Fig. 1: logic cells by family
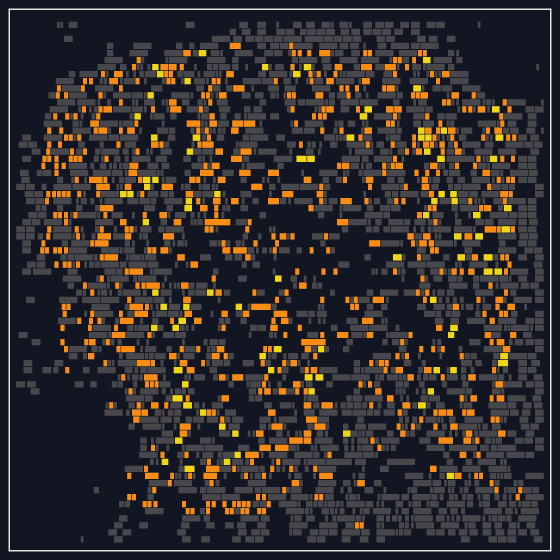
Fig. 2: clock wiring as the flow saved it
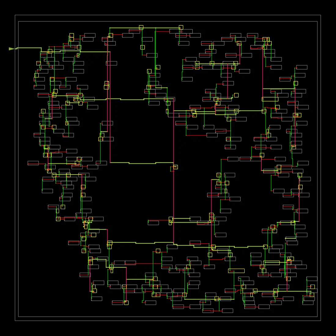
Fig. 3: routed metal, one color a layer
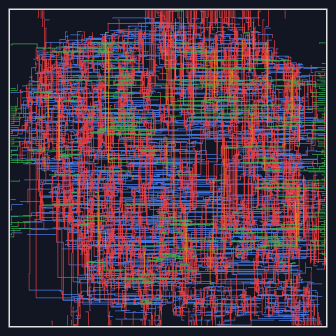
**config.mk**
```make
export PLATFORM = sky130hd
export DESIGN_NAME = axi_cmd_gen
export DESIGN_NICKNAME = d
export VERILOG_FILES = /design/src/rtl/axi_cmd_gen.sv
export SDC_FILE = /design/constraint.sdc
export NUM_CORES = 1
export LEC_CHECK = 0
export CORE_MARGIN = 2
export CORE_UTILIZATION = 42
export CTS_BUF_LIST = sky130_fd_sc_hd__clkbuf_4
export CTS_CLUSTER_DIAMETER = 150
export DETAILED_ROUTE_END_ITERATION = 10
export PLACE_DENSITY = 0.73
export SLEW_MARGIN = 20
export SYNTH_ARGS = -nofsm -noshare
export SYNTH_HDL_FRONTEND = slang
export SYNTH_SLANG_ARGS = --single-unit
```
**constraint.sdc**
```tcl
create_clock -name clk -period 6.2 [get_ports clk]
set_input_delay 1.55 -clock clk [delete_from_list [all_inputs] [get_ports clk]]
set_output_delay 1.55 -clock clk [all_outputs]
set_load 0.02 [all_outputs]
```
**src/rtl/axi_cmd_gen.sv**
```systemverilog
// rtl/axi_cmd_gen.sv - splits a byte region into INCR write commands, then read commands, for the axi master
// Optional AXI_CMD_GEN_GAP_EN holds valid low for GAP_CYCLES cycles after every accepted command.
module axi_cmd_gen #(
  parameter int ADDR_WD    = 32,
  parameter int DATA_WD    = 32,
  parameter int STRB_WD    = DATA_WD >> 3,
  parameter int GAP_CYCLES = 4
) (
  input  logic               clk,
  input  logic               reset,
  input  logic               start,
  input  logic [ADDR_WD-1:0] base_addr,
  input  logic [ADDR_WD-1:0] total_len,
  input  logic [ADDR_WD-1:0] chunk_len,
  output logic               busy,
  output logic               done,
  output logic [15:0]        w_cmd_cnt,
  output logic [15:0]        r_cmd_cnt,
  output logic               w_cmd_valid,
  input  logic               w_cmd_ready,
  output logic [ADDR_WD-1:0] w_cmd_addr,
  output logic [ADDR_WD-1:0] w_cmd_len,
  output logic [1:0]         w_cmd_burst,
  output logic [2:0]         w_cmd_size,
  output logic               r_cmd_valid,
  input  logic               r_cmd_ready,
  output logic [ADDR_WD-1:0] r_cmd_addr,
  output logic [ADDR_WD-1:0] r_cmd_len,
  output logic [1:0]         r_cmd_burst,
  output logic [2:0]         r_cmd_size
);

  typedef enum logic [1:0] {IDLE, WR, RD, FIN} state_t;

  localparam logic [2:0] CMD_SIZE = 3'($clog2(STRB_WD));
  localparam bit GAP_ON =
`ifdef AXI_CMD_GEN_GAP_EN
    (GAP_CYCLES != 0);
`else
    1'b0 && (GAP_CYCLES != 0);
`endif

`ifdef AXI_CMD_GEN_GAP_EN
  localparam int GAP_WD = (GAP_CYCLES > 1) ? $clog2(GAP_CYCLES + 1) : 1;
  logic [GAP_WD-1:0] gap_q, gap_d;
`endif

  state_t             state_q, state_d;
  logic [ADDR_WD-1:0] base_q, base_d, total_q, total_d, chunk_q, chunk_d;
  logic [ADDR_WD-1:0] ptr_q, ptr_d, rem_q, rem_d, addr_q, addr_d, len_q, len_d;
  logic               w_valid_q, w_valid_d, r_valid_q, r_valid_d;
  logic               busy_q, busy_d, done_q, done_d;
  logic [15:0]        w_cnt_q, w_cnt_d, r_cnt_q, r_cnt_d;

  logic               cur_valid, cur_ready, hs, last, present_ok;
  logic [ADDR_WD-1:0] ptr_nxt, rem_nxt;

  function automatic logic [ADDR_WD-1:0] min_len(input logic [ADDR_WD-1:0] a,
                                                 input logic [ADDR_WD-1:0] b);
    return (a < b) ? a : b;
  endfunction

  function automatic logic [15:0] sat_inc(input logic [15:0] v);
    return (v == 16'hFFFF) ? v : v + 16'd1;
  endfunction

  always_ff @(posedge clk) begin
    if (reset) begin
      state_q   <= IDLE;
      base_q    <= '0;
      total_q   <= '0;
      chunk_q   <= '0;
      ptr_q     <= '0;
      rem_q     <= '0;
      addr_q    <= '0;
      len_q     <= '0;
      w_valid_q <= 1'b0;
      r_valid_q <= 1'b0;
      busy_q    <= 1'b0;
      done_q    <= 1'b0;
      w_cnt_q   <= '0;
      r_cnt_q   <= '0;
`ifdef AXI_CMD_GEN_GAP_EN
      gap_q     <= '0;
`endif
    end else begin
      state_q   <= state_d;
      base_q    <= base_d;
      total_q   <= total_d;
      chunk_q   <= chunk_d;
      ptr_q     <= ptr_d;
      rem_q     <= rem_d;
      addr_q    <= addr_d;
      len_q     <= len_d;
      w_valid_q <= w_valid_d;
      r_valid_q <= r_valid_d;
      busy_q    <= busy_d;
      done_q    <= done_d;
      w_cnt_q   <= w_cnt_d;
      r_cnt_q   <= r_cnt_d;
`ifdef AXI_CMD_GEN_GAP_EN
      gap_q     <= gap_d;
`endif
    end
  end

  always_comb begin
    state_d   = state_q;
    base_d    = base_q;
    total_d   = total_q;
    chunk_d   = chunk_q;
    ptr_d     = ptr_q;
    rem_d     = rem_q;
    addr_d    = addr_q;
    len_d     = len_q;
    w_valid_d = w_valid_q;
    r_valid_d = r_valid_q;
    busy_d    = busy_q;
    done_d    = 1'b0;
    w_cnt_d   = w_cnt_q;
    r_cnt_d   = r_cnt_q;
    cur_valid = (state_q == WR) ? w_valid_q : r_valid_q;
    cur_ready = (state_q == WR) ? w_cmd_ready : r_cmd_ready;
    hs        = cur_valid && cur_ready;
    ptr_nxt   = ptr_q + len_q;
    rem_nxt   = rem_q - len_q;
    last      = (rem_nxt == '0);
`ifdef AXI_CMD_GEN_GAP_EN
    gap_d      = (gap_q != '0) ? gap_q - GAP_WD'(1) : gap_q;
    present_ok = (gap_q <= GAP_WD'(1));
`else
    present_ok = 1'b1;
`endif

    case (state_q)
      IDLE: begin
        if (start) begin
          base_d  = base_addr;
          total_d = total_len;
          chunk_d = (chunk_len == '0) ? total_len : chunk_len;
          ptr_d   = base_addr;
          rem_d   = total_len;
          w_cnt_d = '0;
          r_cnt_d = '0;
          busy_d  = 1'b1;
`ifdef AXI_CMD_GEN_GAP_EN
          gap_d   = '0;
`endif
          state_d = (total_len == '0) ? FIN : WR;
        end
      end
      WR, RD: begin
        if (hs) begin
          ptr_d = ptr_nxt;
          rem_d = rem_nxt;
          if (state_q == WR) w_cnt_d = sat_inc(w_cnt_q);
          else               r_cnt_d = sat_inc(r_cnt_q);
`ifdef AXI_CMD_GEN_GAP_EN
          gap_d = GAP_WD'(GAP_CYCLES);
`endif
          if (last) begin
            // Region exhausted: rewind so the read pass covers the same bytes.
            w_valid_d = 1'b0;
            r_valid_d = 1'b0;
            ptr_d     = base_q;
            rem_d     = total_q;
            state_d   = (state_q == WR) ? RD : FIN;
          end else if (GAP_ON) begin
            w_valid_d = 1'b0;
            r_valid_d = 1'b0;
          end else begin
            addr_d = ptr_nxt;
            len_d  = min_len(chunk_q, rem_nxt);
          end
        end else if (!cur_valid && present_ok) begin
          if (state_q == WR) w_valid_d = 1'b1;
          else               r_valid_d = 1'b1;
          addr_d = ptr_q;
          len_d  = min_len(chunk_q, rem_q);
        end
      end
      FIN: begin
        busy_d  = 1'b0;
        done_d  = 1'b1;
        state_d = IDLE;
      end
      default: state_d = IDLE;
    endcase
  end

  assign busy        = busy_q;
  assign done        = done_q;
  assign w_cmd_cnt   = w_cnt_q;
  assign r_cmd_cnt   = r_cnt_q;
  assign w_cmd_valid = w_valid_q;
  assign w_cmd_addr  = addr_q;
  assign w_cmd_len   = len_q;
  assign w_cmd_burst = 2'b01;
  assign w_cmd_size  = CMD_SIZE;
  assign r_cmd_valid = r_valid_q;
  assign r_cmd_addr  = addr_q;
  assign r_cmd_len   = len_q;
  assign r_cmd_burst = 2'b01;
  assign r_cmd_size  = CMD_SIZE;

endmodule

```
==> flow_summary.json <==
{
  "drtPass1Iterations": 7,
  "warning_count": 30,
  "run_status": "completed",
  "synth_warnings": 0,
  "cts_tree": "yes",
  "yosys_cells": 2207,
  "antenna_found_initial": 3,
  "boundaryPins": 275,
  "die-area_mm2": 0.04342,
  "cts_buffers": 76,
  "routed-via-count": 17870,
  "fin_tns_setup_ns": 0,
  "hold_violations": 0,
  "crit_type": "reg2reg",
  "cp-start-kind": "flop",
  "maxCapViolations": 0,
  "avgSynthCellArea_um2": 7.948,
  "min_period_over_period_pct": 89.86,
  "yosysSeqAreaShare_pct": 29.90,
  "post_drt_wl_per_cell_um": 21.31,
  "clockBufferDepth": 3,
  "netlist.top_cell.by_area": "dfxtp_1",
  "path_delay_family": "AND-OR/OR-AND gates",
  "ys_async_sr_fraction_pct": 0,
  "cts_hold_buffers": 0,
  "area_leaders": "dfxtp_1, ha_1, a21oi_1, nand2_1, o21ai_0",
  "cpMaxStageDelayCell": "dfxtp_1",
  "initial_utilization_pct": 42.77,
  "cts-resized-gates": 0,
  "overflow": 0,
  "ant_nets": 0
}
About Fig. 1:
Key: yellow = AND-OR and OR-AND gates [cells 91]; orange = inverting AOI/OAI gates [cells 620, where all over the die]
Commonest Layout Cell: nand2_1
Comb/total area: 51.46%

About Fig. 2:
clk_lat worst skew: 0.79 ns
Layout clock buffers: 112
flip-flops: 262

About Fig. 3:
Key: orange = met4 [wire length 1,600 um]; green = met3 [wire length 4,890 um]; red = met2 [wire length 29.0 mm]; blue = met1 [wire length 27.8 mm]

[worst paths after layout]
check / from / endpoint / slack [ns] / depth (start not counted)
worst max-delay path: r_cmd_len[8]$_SDFFE_PP0P_ / r_cmd_len[5]$_SDFFE_PP0P_ / 0.63 / 21
worst min-delay path: base_q[28]$_SDFFE_PP0P_ / base_q[28]$_SDFFE_PP0P_ / 0.46 / 2
worst max register to register: r_cmd_len[8]$_SDFFE_PP0P_ / r_cmd_len[5]$_SDFFE_PP0P_ / 0.63 / 21
worst min register to register: base_q[28]$_SDFFE_PP0P_ / base_q[28]$_SDFFE_PP0P_ / 0.46 / 2
[flip-flops by register name, summed over array words and instances, names as in the netlist]
signal,flops
done,1
r_cmd_valid,1
r_cmd_addr,32
r_cmd_cnt,16
ptr_q,32
busy,1
w_cmd_valid,1
chunk_q,32
r_cmd_len,32
total_q,32
base_q,32
w_cmd_cnt,16
state_q,2
rem_q,32
[synth_stat cells, types with 23 or more instances]
master     number
nand2_1       299
a21oi_1       271
dfxtp_1       262
ha_1          131
o21ai_0       127
clkbuf_1      113
nor2_1        107
inv_1          99
buf_4          80
nor3_1         62
nand3_1        40
xor2_1         38
xnor2_1        35
a21o_1         34
or4_1          34
o221ai_1       32
nand4_1        31
mux2i_1        29
o31ai_2        27
a32oi_1        25
a2111oi_2      24
nor4_1         23
[per-stage QoR]
stage          cell area [um2]  util (%)  hold WS [ns]
4_1_cts                  21060     51.35        0.4553
6_report                 21110     51.46        0.4555
5_1_grt                  21110     51.46        0.4740
3_3_place_gp             20050     48.87        0.4379
2_1_floorplan            17570         -        0.4313
3_5_place_dp             20050     48.87        0.4462
[logic make-up after synthesis]
| family | Yosys count | share of synthesized area [%] |
|---|---|---|
| AND/OR/NAND/NOR | 684 | 18.46 |
| buffers and inverters | 311 | 8.681 |
| adder cells (fa/ha/maj) | 133 | 9.572 |
| AND-OR/OR-AND | 711 | 27.92 |
| multiplexers | 31 | 1.783 |
| other | 2 | 0.04281 |
| XOR/XNOR | 73 | 3.645 |
| flip-flops | 262 | 29.90 |
[metal layers]
layer,global-route usage [%],wire length [um],up-vias
li1,-,-,8375
met1,37.72,27810,8593
met2,45.95,29000,783
met3,6.068,4894,121
met4,9.278,1602,0
met5,0,0,-
[layout make-up]
type / count / area, um2
repair buffers: 300 / 2934
clock inverters: 20 / 177.7
clock buffers: 112 / 840.8
inverters: 99 / 371.6
multi-input cells: 1642 / 10860
diodes: 4 / 10.01
fillers: 3885 / 19910
flip-flops and latches: 262 / 5245
well taps: 532 / 665.6
